===== src/rtl/exec_ctrl_pkg.sv =====
`default_nettype none
// ----------------------------------------------------------------------------
// exec_ctrl_pkg : command codes and state encoding for the execution sequencer
// Revision 1.0
// ----------------------------------------------------------------------------
package exec_ctrl_pkg;

   localparam int C_CMD_BITS    = 3;

   localparam int C_CMD_RUN     = 1;
   localparam int C_CMD_STEP    = 2;
   localparam int C_CMD_STOP    = 3;
   localparam int C_CMD_RESTART = 4;

   typedef enum logic [2:0] {
      ST_IDLE       = 3'd0,
      ST_START_RUN  = 3'd1,
      ST_START_STEP = 3'd2,
      ST_RUN        = 3'd3,
      ST_PAUSED     = 3'd4,
      ST_STEP       = 3'd5,
      ST_HALTED     = 3'd6
   } state_e;

endpackage
`default_nettype wire


===== src/rtl/exec_ctrl_sat_counter.sv =====
`default_nettype none
// ----------------------------------------------------------------------------
// sat_counter : saturating up-counter with synchronous clear and increment enable
// Revision 1.0
// ----------------------------------------------------------------------------
module sat_counter #(
   parameter int WIDTH = 32
) (
   input  logic             i_clk,
   input  logic             i_reset,
   input  logic             i_clear,
   input  logic             i_inc,
   output logic [WIDTH-1:0] o_count
);

   logic [WIDTH-1:0] count_q;
   logic [WIDTH-1:0] count_d;

   // Clear has priority so a start pulse always restarts counting from zero
   always_comb begin
      count_d = count_q;
      if (i_clear) begin
         count_d = '0;
      end else if (i_inc && (count_q != '1)) begin
         count_d = count_q + WIDTH'(1);
      end
   end

   always_ff @(posedge i_clk or posedge i_reset) begin
      if (i_reset) begin
         count_q <= '0;
      end else begin
         count_q <= count_d;
      end
   end

   assign o_count = count_q;

endmodule
`default_nettype wire


===== src/rtl/exec_ctrl.sv =====
`default_nettype none
// ----------------------------------------------------------------------------
// exec_ctrl : debug-command driven run/step/stop/restart sequencer for the pipeline
// Revision 1.0
// ----------------------------------------------------------------------------
module exec_ctrl
   import exec_ctrl_pkg::*;
#(
   parameter int CYCLE_COUNTER_BITS = 32,
   parameter int CMD_BITS           = C_CMD_BITS
) (
   input  logic                          i_clk,
   input  logic                          i_reset,
   input  logic                          i_cmd_valid,
   input  logic [CMD_BITS-1:0]           i_cmd,
   output logic                          o_cmd_ready,
   output logic                          o_cmd_err,
   input  logic                          i_halt_wb,
   output logic                          o_start,
   output logic                          o_enable,
   output logic                          o_halt,
   output logic                          o_step_done,
   output logic [2:0]                    o_state,
   output logic [CYCLE_COUNTER_BITS-1:0] o_cycle_count
);

   localparam logic [CMD_BITS-1:0] C_RUN     = CMD_BITS'(C_CMD_RUN);
   localparam logic [CMD_BITS-1:0] C_STEP    = CMD_BITS'(C_CMD_STEP);
   localparam logic [CMD_BITS-1:0] C_STOP    = CMD_BITS'(C_CMD_STOP);
   localparam logic [CMD_BITS-1:0] C_RESTART = CMD_BITS'(C_CMD_RESTART);

   state_e state_q;
   state_e state_d;
   logic   cmd_err_q;
   logic   cmd_err_d;
   logic   step_done_q;
   logic   step_done_d;

   logic   w_ready;
   logic   w_start;
   logic   w_enable;
   logic   w_halt;
   logic   w_take;

   assign w_take = i_cmd_valid & w_ready;

   always_ff @(posedge i_clk or posedge i_reset) begin
      if (i_reset) begin
         state_q     <= ST_IDLE;
         cmd_err_q   <= 1'b0;
         step_done_q <= 1'b0;
      end else begin
         state_q     <= state_d;
         cmd_err_q   <= cmd_err_d;
         step_done_q <= step_done_d;
      end
   end

   always_comb begin
      state_d     = state_q;
      cmd_err_d   = 1'b0;
      step_done_d = 1'b0;
      case (state_q)
         ST_IDLE: begin
            if (w_take) begin
               if (i_cmd == C_RUN)       state_d   = ST_START_RUN;
               else if (i_cmd == C_STEP) state_d   = ST_START_STEP;
               else                      cmd_err_d = 1'b1;
            end
         end
         ST_START_RUN:  state_d = ST_RUN;
         ST_START_STEP: state_d = ST_PAUSED;
         ST_RUN: begin
            // A retiring HALT overrides any command taken in the same cycle
            if (i_halt_wb) begin
               state_d   = ST_HALTED;
               cmd_err_d = w_take;
            end else if (w_take) begin
               if (i_cmd == C_STOP)         state_d   = ST_PAUSED;
               else if (i_cmd == C_RESTART) state_d   = ST_START_RUN;
               else                         cmd_err_d = 1'b1;
            end
         end
         ST_PAUSED: begin
            if (w_take) begin
               if (i_cmd == C_STEP)         state_d   = ST_STEP;
               else if (i_cmd == C_RUN)     state_d   = ST_RUN;
               else if (i_cmd == C_RESTART) state_d   = ST_START_STEP;
               else                         cmd_err_d = 1'b1;
            end
         end
         ST_STEP: begin
            step_done_d = 1'b1;
            state_d     = i_halt_wb ? ST_HALTED : ST_PAUSED;
         end
         ST_HALTED: begin
            if (w_take) begin
               if (i_cmd == C_RESTART) state_d   = ST_START_RUN;
               else                    cmd_err_d = 1'b1;
            end
         end
         default: state_d = ST_IDLE;
      endcase
   end

   always_comb begin
      w_ready  = 1'b0;
      w_start  = 1'b0;
      w_enable = 1'b0;
      w_halt   = 1'b0;
      case (state_q)
         ST_IDLE, ST_PAUSED:           w_ready  = 1'b1;
         ST_START_RUN, ST_START_STEP:  w_start  = 1'b1;
         ST_RUN: begin
            w_ready  = 1'b1;
            w_enable = 1'b1;
         end
         ST_STEP:                      w_enable = 1'b1;
         ST_HALTED: begin
            w_ready  = 1'b1;
            w_halt   = 1'b1;
         end
         default: w_ready = 1'b0;
      endcase
   end

   sat_counter #(
      .WIDTH (CYCLE_COUNTER_BITS)
   ) u_cycle_cnt (
      .i_clk   (i_clk),
      .i_reset (i_reset),
      .i_clear (w_start),
      .i_inc   (w_enable),
      .o_count (o_cycle_count)
   );

   assign o_cmd_ready = w_ready;
   assign o_cmd_err   = cmd_err_q;
   assign o_start     = w_start;
   assign o_enable    = w_enable;
   assign o_halt      = w_halt;
   assign o_step_done = step_done_q;
   assign o_state     = state_q;

endmodule
`default_nettype wire


===== config.mk =====
export PLATFORM = sky130hd
export DESIGN_NAME = exec_ctrl
export DESIGN_NICKNAME = d
export VERILOG_FILES = /design/src/rtl/exec_ctrl_pkg.sv /design/src/rtl/exec_ctrl_sat_counter.sv /design/src/rtl/exec_ctrl.sv
export SDC_FILE = /design/constraint.sdc
export NUM_CORES = 1
export LEC_CHECK = 0
export CAP_MARGIN = 0
export CORE_MARGIN = 3
export CORE_UTILIZATION = 35
export DETAILED_ROUTE_END_ITERATION = 10
export SYNTH_ARGS = -nofsm -noshare
export SYNTH_HDL_FRONTEND = slang
export SYNTH_SLANG_ARGS = --single-unit
export TNS_END_PERCENT = 100

===== constraint.sdc =====
create_clock -name i_clk -period 2.3 [get_ports i_clk]
set_input_delay 0.23 -clock i_clk [delete_from_list [all_inputs] [get_ports i_clk]]
set_output_delay 0.23 -clock i_clk [all_outputs]
set_load 0.01 [all_outputs]

==> impl_metrics.json, run 1 <==
{
  "status": "finished clean",
  "synth_nets": 275,
  "clock_sinks": 37,
  "cp_max_fo": 11,
  "fill_cells": 615,
  "clock_power_share": 0.249,
  "seq_power_share": 0.321,
  "crit_slowest_cell": "or4_4",
  "drive_gt1_frac": 0.1227,
  "vias_per_cell": 5.727,
  "grt_max_degree": 38,
  "overflow": 0,
  "r2r-end": "u_cycle_cnt.o_count[30]$_DFFE_PP0P_",
  "drc": 0,
  "power_mw": 2.307,
  "crit_start": "u_cycle_cnt.o_count[0]$_DFFE_PP0P_",
  "ff_type": "dfrtp_1",
  "lay_top_count": "clkdlybuf4s50_1",
  "yosys.cell_types.count": 53,
  "hold_path_class": "in2async",
  "finalHoldViolCount": 0,
  "total_leakage_power_nw": 1.203,
  "drv_slew": 0,
  "critical_path_buf_inv_count": 0,
  "worst-path-stages": 5,
  "synth_seq_share": 0.3972,
  "ctsRootBufferMaster": "clkbuf_8",
  "worst_pin_slew_ps": 499.4,
  "timing.rr.start": "u_cycle_cnt.o_count[0]$_DFFE_PP0P_",
  "crit_family": "simple AND/OR/NAND/NOR gates",
  "grt_pass1_vias": 2109,
  "cp_slowest_stage_delay_ps": 640,
  "grt_pass1_wl_mm": 10.27,
  "io_buffer_count": 47,
  "avgSynthCellArea_sq_um": 8.730,
  "yosysWarnings": 0,
  "rsz0062_at_grt": "no",
  "timing.hold.ws_ps": 347.4
}
run 1: timing repair:
item | CTS | global route
gates resized | 0 | 2
setup endpoints to repair | 0 | 2
buffers inserted | 0 | 0
run 1: layer usage:
metal,GRT usage,up-vias,share of wire
met5,0,-,0
met4,0.04184,0,0.0064
met3,0.03104,2,0.031
met2,0.2712,38,0.49
met1,0.2339,1120,0.47
li1,-,1148,-
run 1: per-stage QoR:
| stage | setup slack [ps] | area (sq um) | std cells |
|---|---|---|---|
| 3_3_place_gp | 185.6 | 2990 | 395 |
| 3_5_place_dp | 147.0 | 2990 | 395 |
| 6_report | 112.7 | 3112 | 403 |
| 4_1_cts | 74.96 | 3105 | 403 |
| 5_1_grt | 36.68 | 3112 | 403 |
| 2_1_floorplan | 244.5 | 2331 | 267 |
run 1: cell families (layout without fill, tap and decap cells):
family,Yosys count,after routing,share of synthesized area
flops,37,37,0.3972
fa+ha+maj,1,1,0.005367
simple gates,119,119,0.2942
mux,3,3,0.01342
xor+xnor,7,7,0.02630
buf+inv,24,83,0.04348
compound gates,76,76,0.2201
run 1: cells in the mapped netlist, types with 2 or more instances:
library cell / number / area (sq um)
buf_2: 3 / 15.01
inv_1: 6 / 22.52
and3_1: 7 / 43.79
mux2i_1: 2 / 20.02
and4_4: 2 / 22.52
xor2_1: 2 / 17.52
o21ai_0: 9 / 45.04
o211ai_1: 2 / 15.01
clkbuf_1: 14 / 52.55
a22oi_1: 2 / 15.01
xnor2_1: 5 / 43.79
o31ai_1: 10 / 75.07
and2_1: 4 / 25.02
dfrtp_1: 37 / 925.9
o221ai_1: 2 / 17.52
or3_1: 5 / 31.28
o311ai_0: 6 / 52.55
nor2_1: 15 / 56.30
or4_1: 14 / 105.1
a211o_1: 2 / 17.52
nor4b_1: 2 / 17.52
a2111oi_0: 2 / 17.52
nand3_1: 15 / 75.07
nand2_1: 26 / 97.59
nand2b_1: 6 / 37.54
a21oi_1: 24 / 120.1
nor2b_1: 2 / 12.51
and4_1: 2 / 17.52
nand4_1: 6 / 37.54
a211oi_1: 2 / 15.01
nor4_1: 2 / 12.51
o41ai_1: 6 / 52.55
nor3_1: 3 / 15.01
run 1: registers in the layout, indices dropped and copies added (netlist names):
| signal | count |
|---|---|
| o_cmd_err | 1 |
| u_cycle_cnt.o_count | 32 |
| o_step_done | 1 |
| o_state | 3 |
run 1: worst reg2reg max path: stages, from the launching register on:
cell     delay, ps
dfrtp_1        440
ha_1           220
nand2_1        130
or4_4          640
or4_1          520
a21oi_1        160
run 1: layout make-up:
| cell class | instances | area [sq um] | share of cell area |
|---|---|---|---|
| clock buffer | 5 | 68.82 | 0.02212 |
| sequential | 37 | 925.9 | 0.2975 |
| multi-input combinational | 206 | 1313 | 0.4218 |
| tap | 77 | 96.34 | 0.03096 |
| timing repair buffer | 69 | 635.6 | 0.2043 |
| inverter | 6 | 26.28 | 0.008444 |
| clock inverter | 3 | 46.29 | 0.01488 |
run 1: power groups by stage:
stage	clock network [mW]	logic [mW]	registers [mW]
after CTS	0.595	0.979	0.741
after floorplan	0	0.548	0.779
after global placement	0	0.985	0.749
final	0.575	0.992	0.741
after global routing	0.622	1.10	0.748
after detailed placement	0	0.971	0.752
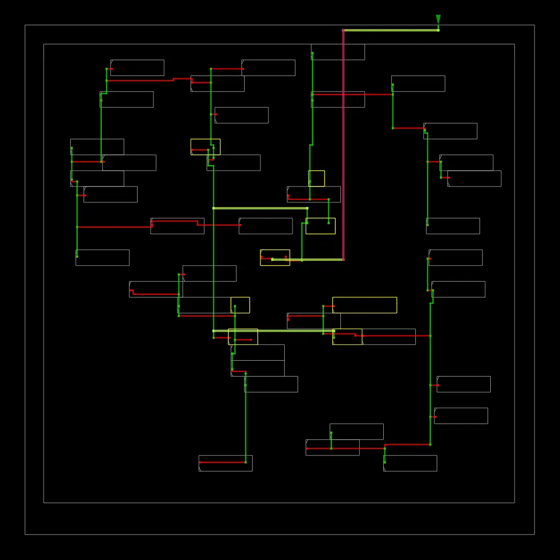
Fig. 1. Clock nets (run 1).
Flop Count: 37
Num CTS Buffers: 5

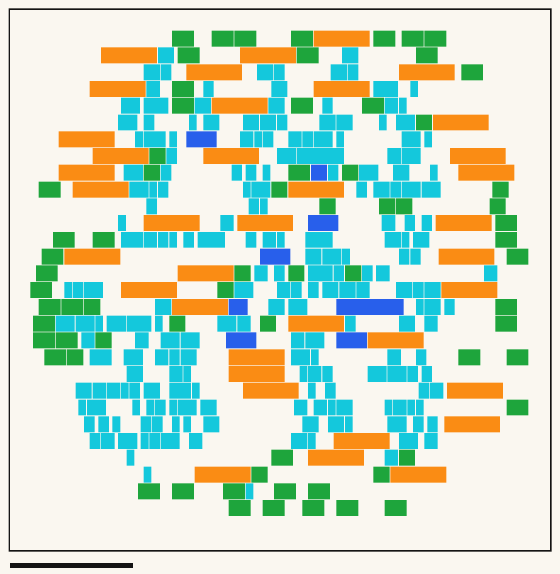
Fig. 2. Cells coloured by class (run 1).
Scale bar: 20 um.
Orange shows sequential cells, cells 37. Blue shows clock drivers and dummy loads, cells 8. Green shows remaining buffers and delay cells, cells 69. Cyan shows combinational and other logic, cells 212.
Core Area: 6386 sq um
row cnt: 29
Final Util: 0.4873

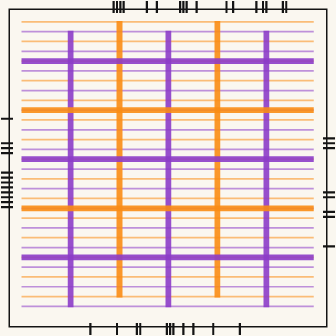
Fig. 3. Floorplan with the power grid (run 1).
Pins as bars on the die edge.
Purple shows VSS. Orange shows VDD.
48 signal pins sit on the boundary. 30 met1 rails follow the rows. 5 straps on met5.
Die Width: 87.61 um
Die Y: 87.61 um
Worst VDD drop: 0.0005020 V

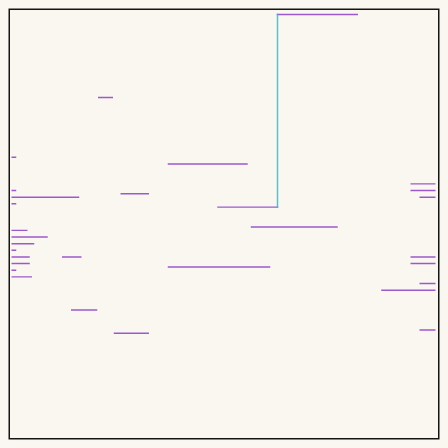
Fig. 4. Signal wires by layer (run 1).
Only two layers are drawn.
Purple shows metal 3, wire length 188 um. Cyan shows metal 4, wire length 39.4 um.
GRT Overall Usage: 0.1683
Routed wire per std cell: 15.14 um
via count: 2308
Routed WL: 6.100 mm

==> run 2: changes to the inputs <==
--- a/config.mk
+++ b/config.mk
@@ -9,6 +9,7 @@
 export CORE_MARGIN = 3
 export CORE_UTILIZATION = 35
 export DETAILED_ROUTE_END_ITERATION = 10
+export SETUP_SLACK_MARGIN = 0.1
 export SYNTH_ARGS = -nofsm -noshare
 export SYNTH_HDL_FRONTEND = slang
 export SYNTH_SLANG_ARGS = --single-unit
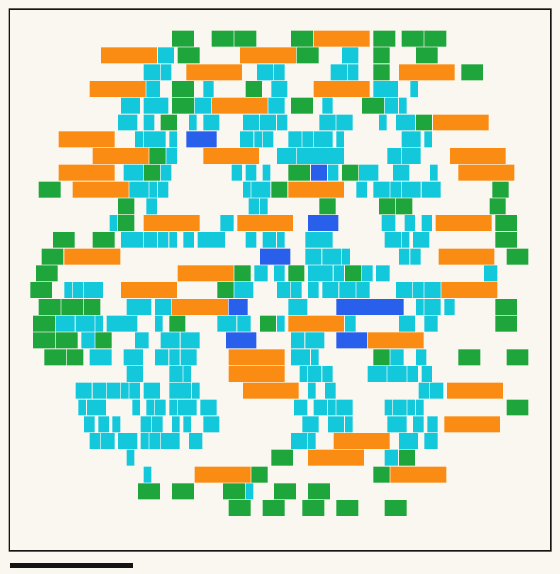
Fig. 5. Cells coloured by class (run 2).
Scale bar: 20 um.
Blue shows clock drivers and dummy loads, cells 8. Cyan shows combinational and other logic, cells 212. Green shows remaining buffers and delay cells, cells 76. Orange shows sequential cells, cells 37.
design area: 3166 sq um
Final Util: 0.4957
flop share of the area: 0.2925

==> run 2 against run 1 <==
- synthesized cell count is the same
- sequential power is essentially flat
- setup slack gained 28 ps
- largest cell class unchanged
- via count grew 1.6%
==> impl_metrics.json, run 2 <==
{
  "fp.coreArea_sq_um": 6386,
  "avgSynthCellArea_sq_um": 8.730,
  "critical_path_buf_inv_count": 0,
  "wirelength_mm": 6.193,
  "yosys.cell_types.count": 53,
  "pre_cts_ws_ps": 147.0,
  "hold_path_class": "in2async",
  "drv_slew": 0,
  "worst_pin_slew_ps": 499.4,
  "drive_gt1_frac": 0.1411,
  "wl_met1_mm": 2.864,
  "drc": 0,
  "common_cells": "dfrtp_1, nand2_1, a21oi_1",
  "total_leakage_power_nw": 1.249,
  "status": "finished clean",
  "detail_route.wl_per_cell_um": 15.10,
  "cts_buffers": 5,
  "power_mw": 2.326,
  "grt_pass1_vias": 2109,
  "max-vdd-ir-drop_v": 0.0005021,
  "globalRouteTotalUtil": 0.1683,
  "wl_met3_um": 208,
  "rows": 29,
  "finalHoldViolCount": 0,
  "crit_family": "simple AND/OR/NAND/NOR gates",
  "stdcell_count": 410,
  "clock_power_share": 0.246,
  "highest_layer": "met4",
  "grt_pass1_wl_mm": 10.27
}
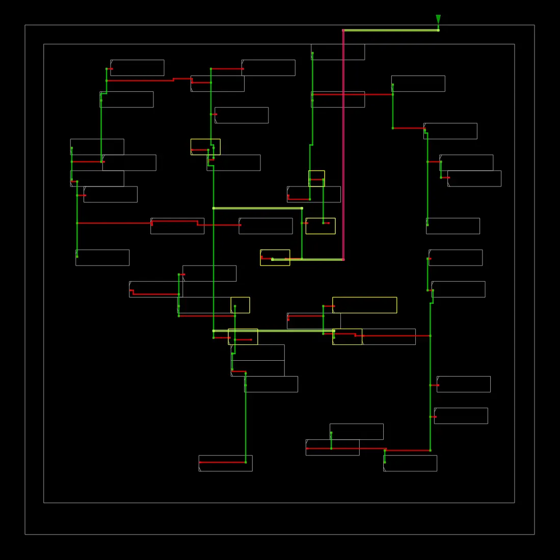
Fig. 6. Clock nets (run 2).
Clk. pwr: 0.573 mW
Sinks on Clock Net: 37
clk latency late pin: 290 ps
clk_buf instances: 5

-- run 2: cell counts after synthesis --
Identical to the previous run, type by type.
-- run 2: worst min-delay path, stage by stage --
cell and delay, ps:
clkdlybuf4s50_1 390, inv_1 50, buf_4 410
-- run 2: how the worst max path moves through the flow --
| stage | start | end | slack, ps | cells after the start |
|---|---|---|---|---|
| 2_1_floorplan | u_cycle_cnt.o_count[12]$_DFFE_PP0P_ | u_cycle_cnt.o_count[24]$_DFFE_PP0P_ | 240 | 6 |
| 4_1_cts | u_cycle_cnt.o_count[0]$_DFFE_PP0P_ | u_cycle_cnt.o_count[30]$_DFFE_PP0P_ | 130 | 5 |
| 3_3_place_gp | u_cycle_cnt.o_count[9]$_DFFE_PP0P_ | u_cycle_cnt.o_count[30]$_DFFE_PP0P_ | 190 | 5 |
| 5_1_grt | u_cycle_cnt.o_count[14]$_DFFE_PP0P_ | u_cycle_cnt.o_count[30]$_DFFE_PP0P_ | 70 | 5 |
| 6_report | u_cycle_cnt.o_count[10]$_DFFE_PP0P_ | u_cycle_cnt.o_count[30]$_DFFE_PP0P_ | 140 | 5 |
| 3_5_place_dp | u_cycle_cnt.o_count[13]$_DFFE_PP0P_ | u_cycle_cnt.o_count[30]$_DFFE_PP0P_ | 150 | 5 |
-- run 2: layer usage --
metal / track usage / vias up
met3: 0.03104 / 2
met1: 0.2339 / 1134
li1: - / 1160
met4: 0.04184 / 0
met5: 0 / -
met2: 0.2712 / 48
-- run 2: cells by family (layout without fill, tap and decap cells) --
logic type	Yosys count	after routing	share of synthesized area
adders and majority gates	1	1	0.005367
xor gates and xnor gates	7	7	0.02630
DFF	37	37	0.3972
buffers and inverters	24	90	0.04348
muxes	3	3	0.01342
and+or+nand+nor	119	119	0.2942
AOI/OAI and AO/OA	76	76	0.2201
-- run 2: stage by stage --
stage / hold slack (ps) / util
after floorplan: 339.3 / -
after global placement: 520.2 / 0.4683
after detailed placement: 524.9 / 0.4683
after CTS: 366.4 / 0.4867
after global routing: 407.2 / 0.4957
final: 348.8 / 0.4957
-- run 2: power groups by stage --
| stage | combinational [mW] | clock (mW) | sequential (mW) |
|---|---|---|---|
| 2_1_floorplan | 0.548 | 0 | 0.779 |
| 3_3_place_gp | 0.985 | 0 | 0.749 |
| 3_5_place_dp | 0.971 | 0 | 0.752 |
| 4_1_cts | 0.987 | 0.595 | 0.741 |
| 5_1_grt | 1.12 | 0.622 | 0.746 |
| 6_report | 1.01 | 0.573 | 0.739 |
-- run 2: area by class of cell --
class	count	area [sq um]
clock buffer	5	68.82
clock inverter	3	46.29
fill	611	3221
inverter	6	22.52
multi-input combinational	206	1318
sequential	37	925.9
tap	77	96.34
timing repair buffer	76	688.2
-- run 2: timing repair --
action                     in CTS  in global routing
setup endpoints to repair       2                  3
setup buffers                   0                  7
pin swaps                       0                  1
resized                         2                  1
==> run 3: changes to the inputs <==
--- a/config.mk
+++ b/config.mk
@@ -9,6 +9,7 @@
 export CORE_MARGIN = 3
 export CORE_UTILIZATION = 35
 export DETAILED_ROUTE_END_ITERATION = 10
+export REMOVE_ABC_BUFFERS = 1
 export SETUP_SLACK_MARGIN = 0.1
 export SYNTH_ARGS = -nofsm -noshare
 export SYNTH_HDL_FRONTEND = slang
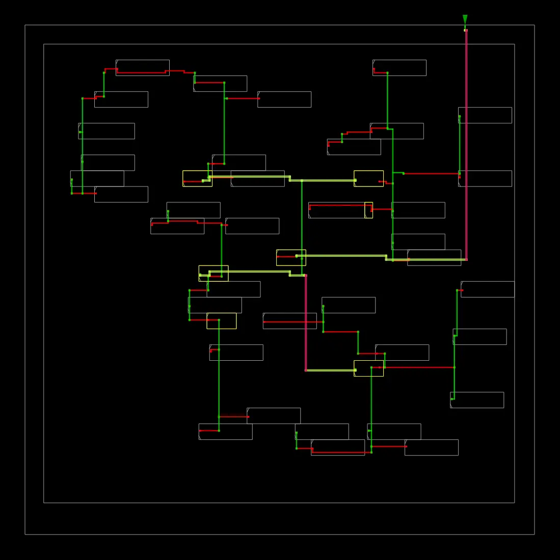
Fig. 7. Clock nets (run 3).
Clk. pwr: 0.459 mW
clk_buf instances: 7
clk_skew: 8.686 ps

==> run 3 against run 2 <==
- design area decreased by 0.51%
- sequential cell count unchanged
- setup slack improved by 24 ps
- non-clock buffer count unchanged
- synthesized area unchanged
- wire length increased by 2.2%
- combinational power about the same
- count of clock-buffer cells in the layout increased by 2
- sequential share of layout area increased by 0.23 points
==> impl_metrics.json, run 3 <==
{
  "status": "finished clean",
  "overflow": 0,
  "lay_top_count": "clkdlybuf4s50_1",
  "ctsRootBufferMaster": "clkbuf_8",
  "grt_pass1_wl_mm": 10.94,
  "rsz0062_at_grt": "yes",
  "avgSynthCellArea_sq_um": 8.730,
  "seq_power_share": 0.332,
  "fin_area_sq_um": 3149,
  "drive_gt1_frac": 0.1476,
  "netlist_top_cells_area": "dfrtp_1, a21oi_1, or4_1, nand2_1, nand3_1",
  "num_vias": 2342,
  "worst_pin_slew_ps": 509.4,
  "finalHoldViolCount": 0,
  "yosys.cell_types.count": 53,
  "clock_power_share": 0.205,
  "cts_buffers": 5,
  "r2r-end": "u_cycle_cnt.o_count[24]$_DFFE_PP0P_",
  "io_buffer_count": 47,
  "drv_slew": 0,
  "yosys.area.top_type": "dfrtp_1",
  "globalRouteTotalUtil": 0.1767,
  "total_leakage_power_nw": 1.223,
  "dp.cells": 395,
  "clock_sinks": 37,
  "most_common_cell": "dfrtp_1",
  "yosysWarnings": 0
}
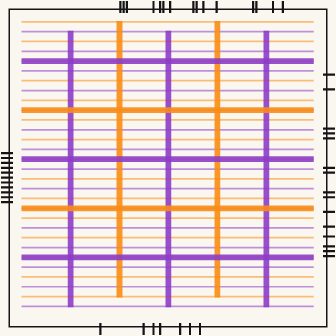
Fig. 8. Floorplan with the power grid (run 3).
Pins as bars on the die edge.
Orange shows VDD. Purple shows VSS.
The core has 29 rows. 30 met1 rails follow the rows. 48 signal pins sit on the boundary.
Worst VDD drop: 0.0004267 V

## run 3: cell counts after synthesis
No cell type changed its count.
## run 3: repair_timing
item,CTS,global route
setup endpoints to repair,1,3
resized,1,6
hold buffers,0,0
setup buffers,1,6
pin swaps,0,6
hold endpoints to repair,0,0
cloned,0,0
## run 3: per-stage QoR
step,power [mW],setup slack (ps)
after global placement,1.748,166.8
after global routing,2.387,76.57
after CTS,2.259,125.1
final,2.234,164.5
after floorplan,1.280,-463.1
after detailed placement,1.756,139.8
## run 3: worst max-delay path by stage
stage	from	endpoint	depth (start not counted)
after global routing	u_cycle_cnt.o_count[6]$_DFFE_PP0P_	u_cycle_cnt.o_count[30]$_DFFE_PP0P_	5
after floorplan	u_cycle_cnt.o_count[23]$_DFFE_PP0P_	u_cycle_cnt.o_count[4]$_DFFE_PP0P_	5
after detailed placement	u_cycle_cnt.o_count[16]$_DFFE_PP0P_	u_cycle_cnt.o_count[30]$_DFFE_PP0P_	5
after global placement	u_cycle_cnt.o_count[16]$_DFFE_PP0P_	u_cycle_cnt.o_count[30]$_DFFE_PP0P_	5
after CTS	u_cycle_cnt.o_count[16]$_DFFE_PP0P_	u_cycle_cnt.o_count[30]$_DFFE_PP0P_	5
final	u_cycle_cnt.o_count[6]$_DFFE_PP0P_	u_cycle_cnt.o_count[24]$_DFFE_PP0P_	6
## run 3: metal layers
layer  vias to the layer above  routed length (um)  GRT usage
li1                       1161                   -          -
met1                      1121                2939     0.2415
met2                        56                3021     0.2897
met3                         4                 311    0.03104
met4                         0                  55    0.04603
met5                         -                   0          0
## run 3: layout make-up
class / instances / area [sq um] / share of cell area
Inverter: 6 / 26.28 / 0.008343
Tap cell: 77 / 96.34 / 0.03059
Clock buffer: 7 / 86.33 / 0.02741
Multi-Input combinational cell: 206 / 1320 / 0.4192
Timing Repair Buffer: 76 / 691.9 / 0.2197
Sequential cell: 37 / 928.4 / 0.2948
## run 3: critical path, stage by stage (launching register included)
cell	delay (ps)
dfrtp_1	400
and4_4	290
nand4_4	110
or4_4	590
buf_6	160
or4_1	460
nand2_1	70
## run 3: kinds of logic after synthesis
| family | synth area share |
|---|---|
| flip-flops | 0.3972 |
| XOR/XNOR | 0.02630 |
| AND/OR/NAND/NOR | 0.2942 |
| multiplexers | 0.01342 |
| AND-OR/OR-AND | 0.2201 |
| adder cells (fa/ha/maj) | 0.005367 |
| buffers and inverters | 0.04348 |
## run 3: power groups by stage
| stage | Clock (mW) | Combinational, mW | Sequential, mW |
|---|---|---|---|
| floorplan | 0 | 0.455 | 0.825 |
| global placement | 0 | 0.999 | 0.749 |
| detailed placement | 0 | 1.00 | 0.752 |
| CTS | 0.474 | 1.04 | 0.741 |
| global route | 0.499 | 1.14 | 0.748 |
| finish | 0.459 | 1.03 | 0.741 |
Power is estimated from default activity; no workload was simulated.
